--- src/rtl/det_seq_sched.sv ---
// -----------------------------------------------------------------------------
// det_seq_sched
//
// Round-robin scheduler that lets N requesters share one serial Moore sequence
// detector. The scheduler grants one requester, captures that requester's
// W-bit word, and shifts the word MSB-first onto det_din. It samples det_op
// once per bit, counts how many samples are high, and returns the count
// together with a one-cycle done pulse.
//
// Ports
//   clk      in   1     system clock, rising edge
//   rst      in   1     synchronous reset, active-high
//   req      in   N     level request per requester, held until gnt
//   data_in  in   N*W   word of requester i in bits [i*W +: W]
//   gnt      out  N     one-hot pulse; the granted word is captured this cycle
//   busy     out  1     high from the cycle after gnt through the done cycle
//   det_din  out  1     registered serial bit to the detector
//   det_op   in   1     detector Moore output, sampled once per bit
//   done     out  1     one-cycle pulse, frame complete
//   done_id  out  3     requester whose frame completed, held until next done
//   hit_cnt  out  CW    number of high det_op samples in the frame (0..W)
//
// Optional feature
//   SCHED_PREAMBLE_EN : adds a 4-cycle PRE state that drives 0,0,1,1 ahead of
//   the data bits. That sequence forces the detector into its output-1 state
//   from any starting state, so every frame starts from a known detector state.
//   Without the macro the detector state carries over from the previous frame.
// -----------------------------------------------------------------------------
module det_seq_sched #(
    parameter int N  = 4,   // number of requesters (2..8)
    parameter int W  = 8,   // bits shifted per frame (>= 2)
    parameter int CW = 4    // hit_cnt width, 2**CW > W
) (
    input  logic           clk,
    input  logic           rst,
    input  logic [N-1:0]   req,
    input  logic [N*W-1:0] data_in,
    output logic [N-1:0]   gnt,
    output logic           busy,
    output logic           det_din,
    input  logic           det_op,
    output logic           done,
    output logic [2:0]     done_id,
    output logic [CW-1:0]  hit_cnt
);

    localparam int            KW     = $clog2(W);
    localparam logic [KW-1:0] K_LAST = KW'(W - 1);
    localparam logic [CW-1:0] CNT_MAX = CW'(W);

    typedef enum logic [2:0] {
        S_IDLE,
`ifdef SCHED_PREAMBLE_EN
        S_PRE,
`endif
        S_SHIFT,
        S_DRAIN,
        S_DONE
    } state_t;

    state_t          state_q;
    logic [2:0]      ptr_q;        // last granted requester
    logic [2:0]      id_q;         // requester owning the current frame
    logic [W-1:0]    sh_q;         // remaining bits, next bit in the MSB
    logic [KW-1:0]   bit_q;        // SHIFT cycle index k
    logic [CW-1:0]   cnt_q;        // running count of high samples
    logic            busy_q;
    logic            det_din_q;
    logic            done_q;
    logic [2:0]      done_id_q;
    logic [CW-1:0]   hit_cnt_q;
`ifdef SCHED_PREAMBLE_EN
    logic [1:0]      pre_q;        // PRE cycle index
`endif

    // ------------------------------------------------------------------
    // Round-robin pick: first set request bit after ptr_q, wrapping at N.
    // ------------------------------------------------------------------
    logic         sel_found;
    logic [2:0]   sel_idx;
    logic [W-1:0] sel_word;

    always_comb begin
        int           j;
        logic [N-1:0] req_sh;
        // NOTE: every variable written here gets a default first, otherwise a
        // path that skips the assignment makes synthesis infer a latch.
        sel_found = 1'b0;
        sel_idx   = '0;
        j         = 0;
        req_sh    = '0;
        for (int i = 1; i <= N; i++) begin
            j = int'(ptr_q) + i;
            if (j >= N) begin
                j = j - N;
            end
            req_sh = req >> j;
            if (!sel_found && req_sh[0]) begin
                sel_found = 1'b1;
                sel_idx   = 3'(j);
            end
        end
        sel_word = W'(data_in >> (int'(sel_idx) * W));
    end

    // The grant has to appear in the same cycle the word is captured, so it is
    // decoded from the registered state and the live request vector.
    always_comb begin
        gnt = '0;
        if (state_q == S_IDLE && !rst && sel_found) begin
            gnt = N'(1) << sel_idx;
        end
    end

    // ------------------------------------------------------------------
    // Frame FSM with registered outputs.
    // ------------------------------------------------------------------
    always_ff @(posedge clk) begin
        // NOTE: sequential state uses non-blocking assignments only, so every
        // register samples the values from before this clock edge.
        if (rst) begin
            state_q   <= S_IDLE;
            ptr_q     <= 3'(N - 1);   // requester 0 gets first priority
            id_q      <= '0;
            sh_q      <= '0;
            bit_q     <= '0;
            cnt_q     <= '0;
            busy_q    <= 1'b0;
            det_din_q <= 1'b0;
            done_q    <= 1'b0;
            done_id_q <= '0;
            hit_cnt_q <= '0;
`ifdef SCHED_PREAMBLE_EN
            pre_q     <= '0;
`endif
        end else begin
            done_q <= 1'b0;
            case (state_q)
                S_IDLE: begin
                    if (sel_found) begin
                        ptr_q  <= sel_idx;
                        id_q   <= sel_idx;
                        busy_q <= 1'b1;
`ifdef SCHED_PREAMBLE_EN
                        sh_q      <= sel_word;
                        det_din_q <= 1'b0;     // first preamble bit
                        pre_q     <= '0;
                        state_q   <= S_PRE;
`else
                        sh_q      <= sel_word << 1;
                        det_din_q <= sel_word[W-1];
                        bit_q     <= '0;
                        cnt_q     <= '0;
                        state_q   <= S_SHIFT;
`endif
                    end else begin
                        det_din_q <= 1'b0;
                    end
                end

`ifdef SCHED_PREAMBLE_EN
                // Preamble 0,0,1,1; det_op is ignored throughout.
                S_PRE: begin
                    pre_q <= pre_q + 1'b1;
                    case (pre_q)
                        2'd0:    det_din_q <= 1'b0;
                        2'd1,
                        2'd2:    det_din_q <= 1'b1;
                        default: begin
                            det_din_q <= sh_q[W-1];
                            sh_q      <= sh_q << 1;
                            bit_q     <= '0;
                            cnt_q     <= '0;
                            state_q   <= S_SHIFT;
                        end
                    endcase
                end
`endif

                S_SHIFT: begin
                    // The detector answers one cycle late, so the sample in
                    // SHIFT cycle 0 belongs to whatever preceded this frame.
                    if (bit_q != '0 && det_op && cnt_q != CNT_MAX) begin
                        cnt_q <= cnt_q + 1'b1;
                    end
                    bit_q <= bit_q + 1'b1;
                    if (bit_q == K_LAST) begin
                        det_din_q <= 1'b0;
                        state_q   <= S_DRAIN;
                    end else begin
                        det_din_q <= sh_q[W-1];
                        sh_q      <= sh_q << 1;
                    end
                end

                // Last sample is the detector's answer to the final data bit;
                // the result is published so it is valid alongside done.
                S_DRAIN: begin
                    if (det_op && cnt_q != CNT_MAX) begin
                        hit_cnt_q <= cnt_q + 1'b1;
                    end else begin
                        hit_cnt_q <= cnt_q;
                    end
                    done_q    <= 1'b1;
                    done_id_q <= id_q;
                    state_q   <= S_DONE;
                end

                S_DONE: begin
                    busy_q  <= 1'b0;
                    state_q <= S_IDLE;
                end

                default: begin
                    state_q <= S_IDLE;
                end
            endcase
        end
    end

    assign busy    = busy_q;
    assign det_din = det_din_q;
    assign done    = done_q;
    assign done_id = done_id_q;
    assign hit_cnt = hit_cnt_q;

endmodule

--- config.mk ---
export PLATFORM = sky130hd
export DESIGN_NAME = det_seq_sched
export DESIGN_NICKNAME = d
export VERILOG_FILES = /design/src/rtl/det_seq_sched.sv
export SDC_FILE = /design/constraint.sdc
export NUM_CORES = 1
export LEC_CHECK = 0
export ABC_AREA = 1
export CAP_MARGIN = 40
export CORE_MARGIN = 2
export CORE_UTILIZATION = 42
export DETAILED_ROUTE_END_ITERATION = 8
export HOLD_SLACK_MARGIN = 0.02
export PLACE_DENSITY = 0.7
export SLEW_MARGIN = 30
export SYNTH_ARGS = -nofsm -noshare
export SYNTH_HDL_FRONTEND = slang
export SYNTH_SLANG_ARGS = --single-unit
--- constraint.sdc ---
create_clock -name clk -period 3.95 [get_ports clk]
set_input_delay 0.79 -clock clk [delete_from_list [all_inputs] [get_ports clk]]
set_output_delay 0.79 -clock clk [all_outputs]
set_load 0.01 [all_outputs]
run_1/power_grid.png
Pins as bars on the die edge. Tap cells in grey.
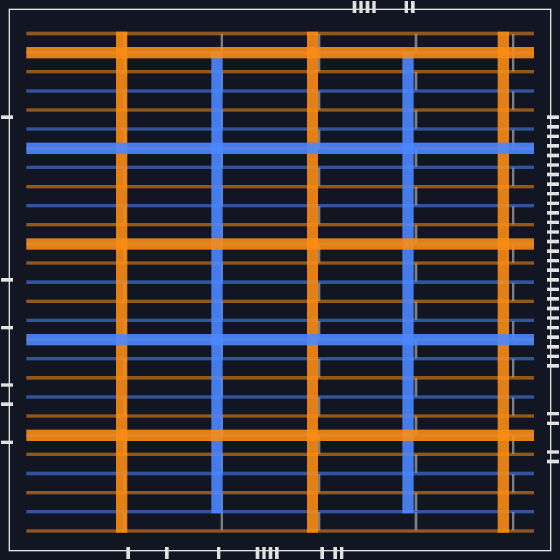
Key: blue = VDD; orange = VSS
70 tap cells. The core has 26 rows.
total core area: 0.00511 sq mm
chip height: 76.8 um
worst supply voltage drop on vdd: 0.413 mV
Horiz. Die Dim: 76.8 um

run_1/placement.png
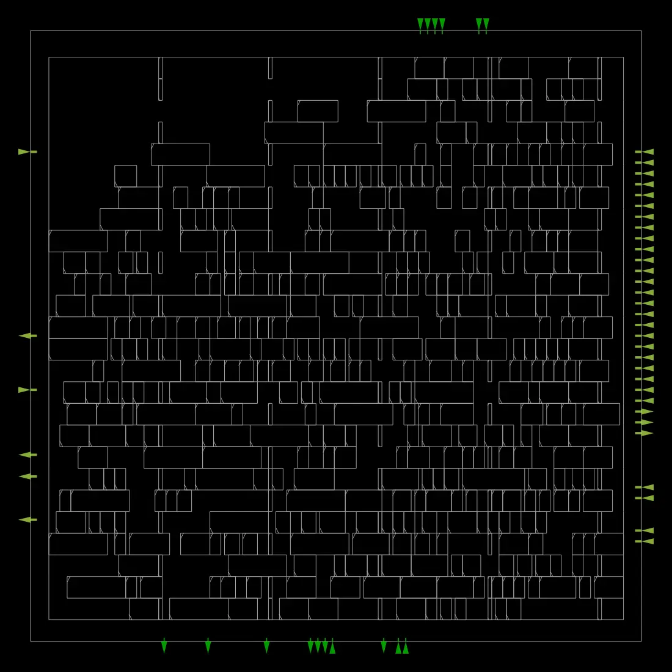
number of well taps: 70
register fraction of the total cell area: 21.3%
FF+latch count: 31

run_1/placement_by_type.png
Scale bar: 20 um. Fill, decap, tap and diode cells in grey.
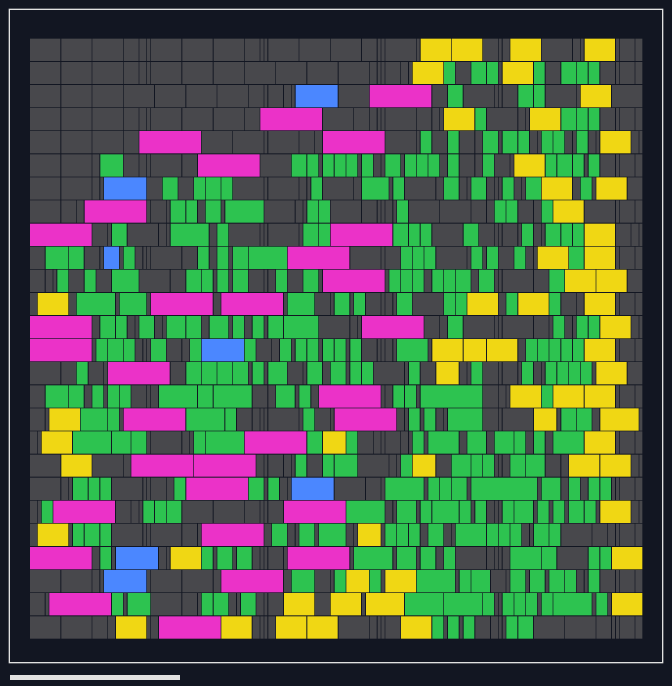
Key: magenta = sequential cells [cells 31, share of their area 22%]; blue = clock drivers and dummy loads [cells 7, share of their area 3.1%]; yellow = remaining buffers and delay cells [cells 59, share of their area 20%]; green = combinational and other logic [cells 301, share of their area 54%]

run_1/clk_routes.png
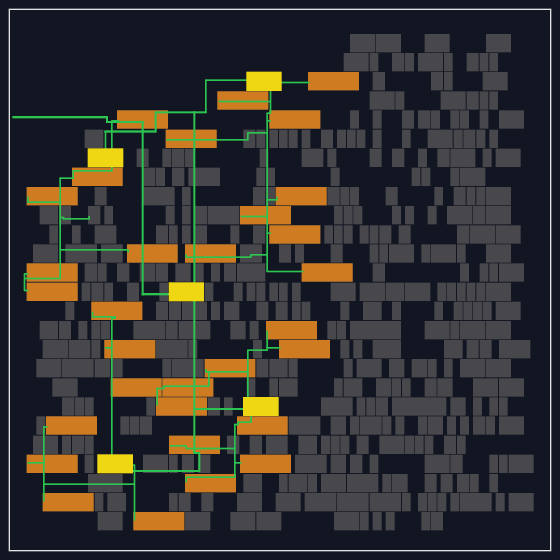
Key: yellow = clock drivers [count 5]; orange = flip-flops [count 31]; green = clock wires [length 425 um]
There are 6 routed clock nets.

==> flow_metrics.env, run 1 <==
# implementation run metrics
export IMPL_status="complete, no violations"
export IMPL_place_gp_congestion=0.870
export IMPL_drc_errors=0
export IMPL_sort_of_element_at_the_end_of_the_critical_path="output port"
export IMPL_hold_path_class="reg2reg"
export IMPL_via_count=2231
export IMPL_layout_min_cycle_time_ns=3.76
export IMPL_grt_setup_unrepaired="no"
export IMPL_maxCapViolations=0
export IMPL_place_detailed_hpwl_um=3950
export IMPL_p_leak_uw=0.00141
export IMPL_grt_overflow=0
export IMPL_critPathMaxFanout=11
export IMPL_area_growth_pct=30.7
export IMPL_antenna_cells=0
export IMPL_timing_final_crit_share_pct=95.3
export IMPL_worstPathRequired_ns=3.16
export IMPL_grt_use_total_pct=18.6
export IMPL_ys_seq_elements=31
export IMPL_fin_skew_ns=0.00381
export IMPL_synth_lib_cells_used_distinct=34
export IMPL_synthMostInstantiatedCell="sky130_fd_sc_hd__nand2_1"
export IMPL_regToRegStartpoint="ptr_q[1]$_SDFFE_PP1P_"
export IMPL_clk_insertion_delay_late_ns=0.28
export IMPL_port_buffers=52
export IMPL_synth_top_flop_cell="sky130_fd_sc_hd__dfxtp_1"
export IMPL_min_delay_path_depth=2
export IMPL_cts_hold_fix_buffers=0
export IMPL_synth_warnings=0
export IMPL_initial_antenna_violation_count=0
export IMPL_finalSetupViolations=0
export IMPL_cp_data_arrival_time_ns=2.97
export IMPL_clockBufferDepth=2
export IMPL_worst_r2r_endpoint="sh_q[1]$_SDFFE_PP0P_"
export IMPL_cts_root_buf="sky130_fd_sc_hd__clkbuf_8"
export IMPL_cellPowerDensity_mw_per_mm2=858
export IMPL_netlist_area_leader_share_pct=27.9
export IMPL_dieArea_sq_mm=0.00590
export IMPL_slew_viol_final=0
export IMPL_syn_nets=400
export IMPL_nets=453
export IMPL_drt_pre_antenna_iters=4
export IMPL_grt_pass1_vias=2081
export IMPL_ys_area_sq_mm=0.00222
export IMPL_synth_avg_cell_area_sq_um=6.45
export IMPL_final_antenna_net_count=0
export IMPL_final_layout_size_suffix_gt1_share_pct=9.30
export IMPL_routed_wl_um=5280
export IMPL_min_from="sh_q[1]$_SDFFE_PP0P_"
run 1: kinds of logic (layout without fill, tap and decap cells):
family / count (synthesis) / in the layout / share of synthesized area, %
AND-OR/OR-AND: 46 / 46 / 11.6
flip-flops: 31 / 31 / 27.9
adder cells (fa/ha/maj): 16 / 16 / 9.00
AND/OR/NAND/NOR: 201 / 201 / 40.1
buffers and inverters: 48 / 101 / 10.2
XOR/XNOR: 3 / 3 / 1.18
run 1: critical path: stages:
cell and delay [ns]:
sky130_fd_sc_hd__clkdlybuf4s50_1 0.48, sky130_fd_sc_hd__nand2_1 0.06, sky130_fd_sc_hd__nand2_1 0.10, sky130_fd_sc_hd__nor2_1 0.04
sky130_fd_sc_hd__or2_1 0.28, sky130_fd_sc_hd__clkinv_1 0.06, sky130_fd_sc_hd__nand4_1 0.09, sky130_fd_sc_hd__or2_0 0.23
sky130_fd_sc_hd__nand2_2 0.09, sky130_fd_sc_hd__inv_2 0.09, sky130_fd_sc_hd__nor3_2 0.11, sky130_fd_sc_hd__clkdlybuf4s50_1 0.55
run 1: area by class of cell:
type	instances	area, sq um	share of cell area, %
inverter	35	136	4.69
multi-input combinational	266	1400	48.1
clock inverter	1	5.00	0.172
tap	70	87.6	3.01
clock buffer	6	82.6	2.84
timing repair buffer	59	578	19.9
sequential	31	621	21.3
run 1: flip-flops by register name, indices dropped and copies added, names as in the netlist:
signal,flops
bit_q,3
busy,1
cnt_q,4
det_din,1
done,1
done_id,3
hit_cnt,4
id_q,2
ptr_q,3
sh_q,7
state_q,2
run 1: through the flow:
step	utilization [%]	setup slack [ns]	total power, uW	hold slack, ns
detailed placement	54.7	0.0899	2240	0.458
global route	56.9	0.0269	2800	0.494
global placement	54.7	0.112	2210	0.454
CTS	56.4	0.0680	2500	0.470
floorplan	-	1.06	1880	0.445
finish	56.9	0.186	2500	0.467
run 1: power by group:
part	total [uW]	internal [uW]	switching, uW
logic	1790	676	1110
clock network	249	136	113
registers	457	407	50.7
run 1: routing by layer:
metal	part of all wire [%]	GRT usage [%]
met5	0	0
met1	50	22.8
met3	4.1	4.12
met4	1.4	6.00
met2	45	32.0
run 1: worst max-delay path by stage:
stage                                from     end  slack, ns
floorplan           ptr_q[1]$_SDFFE_PP1P_  gnt[0]       1.06
global placement                   req[3]  gnt[0]       0.11
detailed placement                 req[3]  gnt[0]       0.09
CTS                                req[3]  gnt[0]       0.07
global route                       req[3]  gnt[3]       0.03
finish                             req[3]  gnt[1]       0.19
run 1: cell usage in the layout, fill, tap and decap left out, types with 6 or more instances in the layout:
cell,count
sky130_fd_sc_hd__dfxtp_1,31
sky130_fd_sc_hd__o21ai_0,13
sky130_fd_sc_hd__a21oi_1,23
sky130_fd_sc_hd__nor2_1,31
sky130_fd_sc_hd__ha_1,16
sky130_fd_sc_hd__clkdlybuf4s50_1,50
sky130_fd_sc_hd__clkbuf_8,6
sky130_fd_sc_hd__inv_1,30
sky130_fd_sc_hd__nand2_1,111
sky130_fd_sc_hd__nand2_2,6
sky130_fd_sc_hd__nand3_1,34
sky130_fd_sc_hd__buf_4,7
==> run 2: changes to the inputs <==
--- a/config.mk
+++ b/config.mk
@@ -6,7 +6,6 @@
 export NUM_CORES = 1
 export LEC_CHECK = 0
 export ABC_AREA = 1
-export CAP_MARGIN = 40
 export CORE_MARGIN = 2
 export CORE_UTILIZATION = 42
 export DETAILED_ROUTE_END_ITERATION = 8
run_2/placement.png
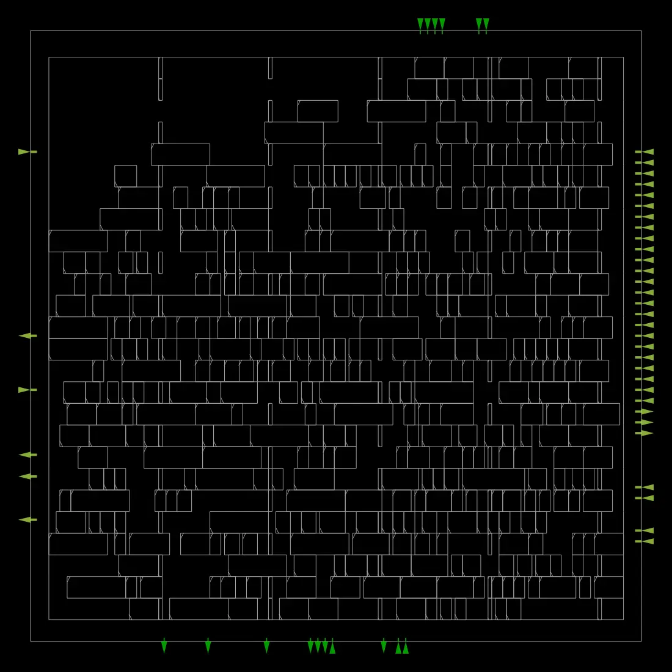
Std-Cell Rows: 26
Final Util: 56.9%
Layout Cells excl Fill: 468

run_2/power_grid.png
Pins as bars on the die edge. Tap cells in grey.
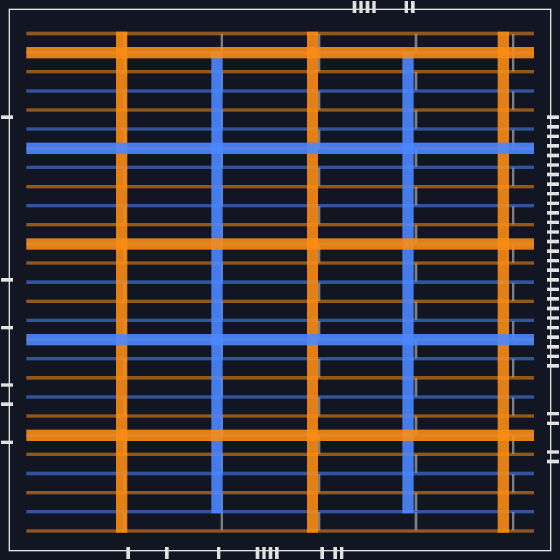
Key: orange = VSS; blue = VDD
5 straps on met4. 5 straps on met5.

==> run 2 against run 1 <==
  * Die size is the same
  * Highest routed layer unchanged
  * Power is the same
  * Global-route usage is the same
  * Critical path depth is the same
==> flow_metrics.env, run 2 <==
# implementation run metrics
export IMPL_initial_antenna_violation_count=0
export IMPL_preCtsSetupSlack_ns=0.0899
export IMPL_final_critical_path_setup_slack_ns=0.186
export IMPL_yosys_stat_cells=345
export IMPL_core_area_sq_mm=0.00511
export IMPL_synth_lib_cells_used_distinct=34
export IMPL_crit_path_start_kind="primary input"
export IMPL_synthTopCellsByCount="sky130_fd_sc_hd__nand2_1, sky130_fd_sc_hd__nand3_1, sky130_fd_sc_hd__dfxtp_1, sky130_fd_sc_hd__nor2_1, sky130_fd_sc_hd__inv_1"
export IMPL_maxClockFrequency_mhz=266
export IMPL_cell_internal_pwr_uw=1220
export IMPL_port_buffers=52
export IMPL_final_layout_top_logic_cell="sky130_fd_sc_hd__nand2_1"
export IMPL_ys_seq_elements=31
export IMPL_edf_count=0
export IMPL_hold_critical_path_endpoint="sh_q[1]$_SDFFE_PP0P_"
export IMPL_largest_register="sh_q"
export IMPL_synth_avg_cell_area_sq_um=6.45
export IMPL_post_cts_resized=0
export IMPL_total_switching_power_uw=1280
export IMPL_layout_min_cycle_time_ns=3.76
export IMPL_lay_top_cells="sky130_fd_sc_hd__nand2_1, sky130_fd_sc_hd__clkdlybuf4s50_1, sky130_fd_sc_hd__nand3_1"
export IMPL_clockPowerShare_pct=10.0
export IMPL_dieArea_sq_mm=0.00590
export IMPL_ys_area_sq_mm=0.00222
export IMPL_worst_hold_slack_ns=0.467
export IMPL_synth_async_sr_flop_share_pct=0
export IMPL_synth_warnings=0
export IMPL_floorplan_initialDensity_pct=43.6
export IMPL_seqPwrFrac_pct=18.3
export IMPL_synth_top_flop_cell="sky130_fd_sc_hd__dfxtp_1"
export IMPL_grt_overflow=0
export IMPL_via_count=2231
export IMPL_synthMostInstantiatedCell="sky130_fd_sc_hd__nand2_1"
export IMPL_finalSetupViolations=0
export IMPL_final_layout_size_suffix_gt1_share_pct=9.30
export IMPL_min_from="sh_q[1]$_SDFFE_PP0P_"
export IMPL_die_h_um=76.8
export IMPL_fp_dieW_um=76.8
export IMPL_path_class="in2out"
export IMPL_clock_tree_from_tritoncts="built"
export IMPL_area_growth_pct=30.7
export IMPL_top_cells_by_area_in_the_synthesized_netlist="sky130_fd_sc_hd__dfxtp_1, sky130_fd_sc_hd__nand2_1, sky130_fd_sc_hd__ha_1"
export IMPL_worstPathRequired_ns=3.16
export IMPL_hold_path_class="reg2reg"
export IMPL_fill_cells=533
export IMPL_ff2ff_path_depth=17
export IMPL_cp_slowest_stage_delay_ns=0.55
export IMPL_drc_errors=0
export IMPL_antenna_cells=0
export IMPL_final_antenna_net_count=0
export IMPL_routed_wl_um=5280
export IMPL_netlist_area_leader_share_pct=27.9
export IMPL_status="complete, no violations"
export IMPL_post_cts_repair_setup_buffers=0
export IMPL_fin_skew_ns=0.00381
export IMPL_p_leak_uw=0.00141
export IMPL_critPathMaxFanout=11
export IMPL_cellPowerDensity_mw_per_mm2=858
export IMPL_maxCapViolations=0
export IMPL_drt_pre_antenna_iters=4
export IMPL_place_gp_congestion=0.870
export IMPL_cts_root_buf="sky130_fd_sc_hd__clkbuf_8"
export IMPL_cp_data_arrival_time_ns=2.97
export IMPL_critical_path_slowest_cell="sky130_fd_sc_hd__clkdlybuf4s50_1"
export IMPL_cts_hold_fix_buffers=0
export IMPL_clockBufferDepth=2
export IMPL_worst_r2r_endpoint="sh_q[1]$_SDFFE_PP0P_"
export IMPL_sort_of_element_at_the_end_of_the_critical_path="output port"
export IMPL_grt_pass1_vias=2081
export IMPL_regToRegStartpoint="ptr_q[1]$_SDFFE_PP1P_"
export IMPL_sw_ratio_pct=51.2
export IMPL_place_detailed_hpwl_um=3950
export IMPL_viasPerCell=4.77
export IMPL_largest_register_ff_count=7
export IMPL_synthCells=345
export IMPL_grt_setup_unrepaired="no"
export IMPL_nets=453
export IMPL_r2r_slack_ns=1.58
export IMPL_min_delay_path_depth=2
export IMPL_timing_final_crit_share_pct=95.3
export IMPL_slew_viol_final=0
export IMPL_clk_insertion_delay_late_ns=0.28
export IMPL_syn_nets=400
export IMPL_grt_max_degree=21
export IMPL_grt_use_total_pct=18.6
export IMPL_comb_power_share_pct=71.7
export IMPL_worst_ir_drop_vdd_mv=0.413
export IMPL_crit_chain="clkdlybuf4s50_1 -> nand2_1 -> nand2_1 -> nor2_1 -> or2_1 -> clkinv_1 -> nand4_1 -> or2_0 -> nand2_2 -> inv_2 -> nor3_2 -> clkdlybuf4s50_1"
[run 2: cells by family after synthesis]
logic type / synth area share (%)
simple gates: 40.1
buf+inv: 10.2
compound gates: 11.6
flops: 27.9
fa+ha+maj: 9.00
xor+xnor: 1.18
[run 2: worst max-delay path by stage]
stage | startpoint | endpoint | cells after the start
3_3_place_gp | req[3] | gnt[0] | 11
6_report | req[3] | gnt[1] | 12
5_1_grt | req[3] | gnt[3] | 11
4_1_cts | req[3] | gnt[0] | 11
3_5_place_dp | req[3] | gnt[0] | 11
2_1_floorplan | ptr_q[1]$_SDFFE_PP1P_ | gnt[0] | 11
[run 2: metal layers]
| layer | global-route usage [%] | vias up | routed length, um |
|---|---|---|---|
| met4 | 6.00 | 0 | 72 |
| li1 | - | 1209 | - |
| met3 | 4.12 | 6 | 218 |
| met2 | 32.0 | 42 | 2370 |
| met5 | 0 | - | 0 |
| met1 | 22.8 | 974 | 2620 |
[run 2: layout make-up]
class                           count  area, sq um  share of cell area [%]
Timing Repair Buffer               59          578                    19.9
Inverter                           35          136                    4.69
Sequential cell                    31          621                    21.3
Clock buffer                        6         82.6                    2.84
Tap cell                           70         87.6                    3.01
Clock inverter                      1         5.00                   0.172
Multi-Input combinational cell    266         1400                    48.1
[run 2: stage by stage]
step	instances	power (uW)	utilization [%]	instance area, sq um
CTS	468	2500	56.4	2880
detailed placement	461	2240	54.7	2790
floorplan	345	1880	-	2220
finish	468	2500	56.9	2910
global route	468	2800	56.9	2910
global placement	461	2210	54.7	2790
[run 2: critical path, delay by kind of cell]
| kind | cells | cell delay (ns) |
|---|---|---|
| AND/OR/NAND/NOR | 8 | 1.00 |
| buffers and inverters | 4 | 1.18 |
[run 2: power groups by stage]
stage                     clock network, uW  registers (uW)  logic, uW
after floorplan                           0             472       1410
after global placement                    0             461       1750
after detailed placement                  0             464       1770
after CTS                               259             458       1790
after global routing                    270             468       2060
final                                   249             457       1790
Power is estimated from default activity; no workload was simulated.
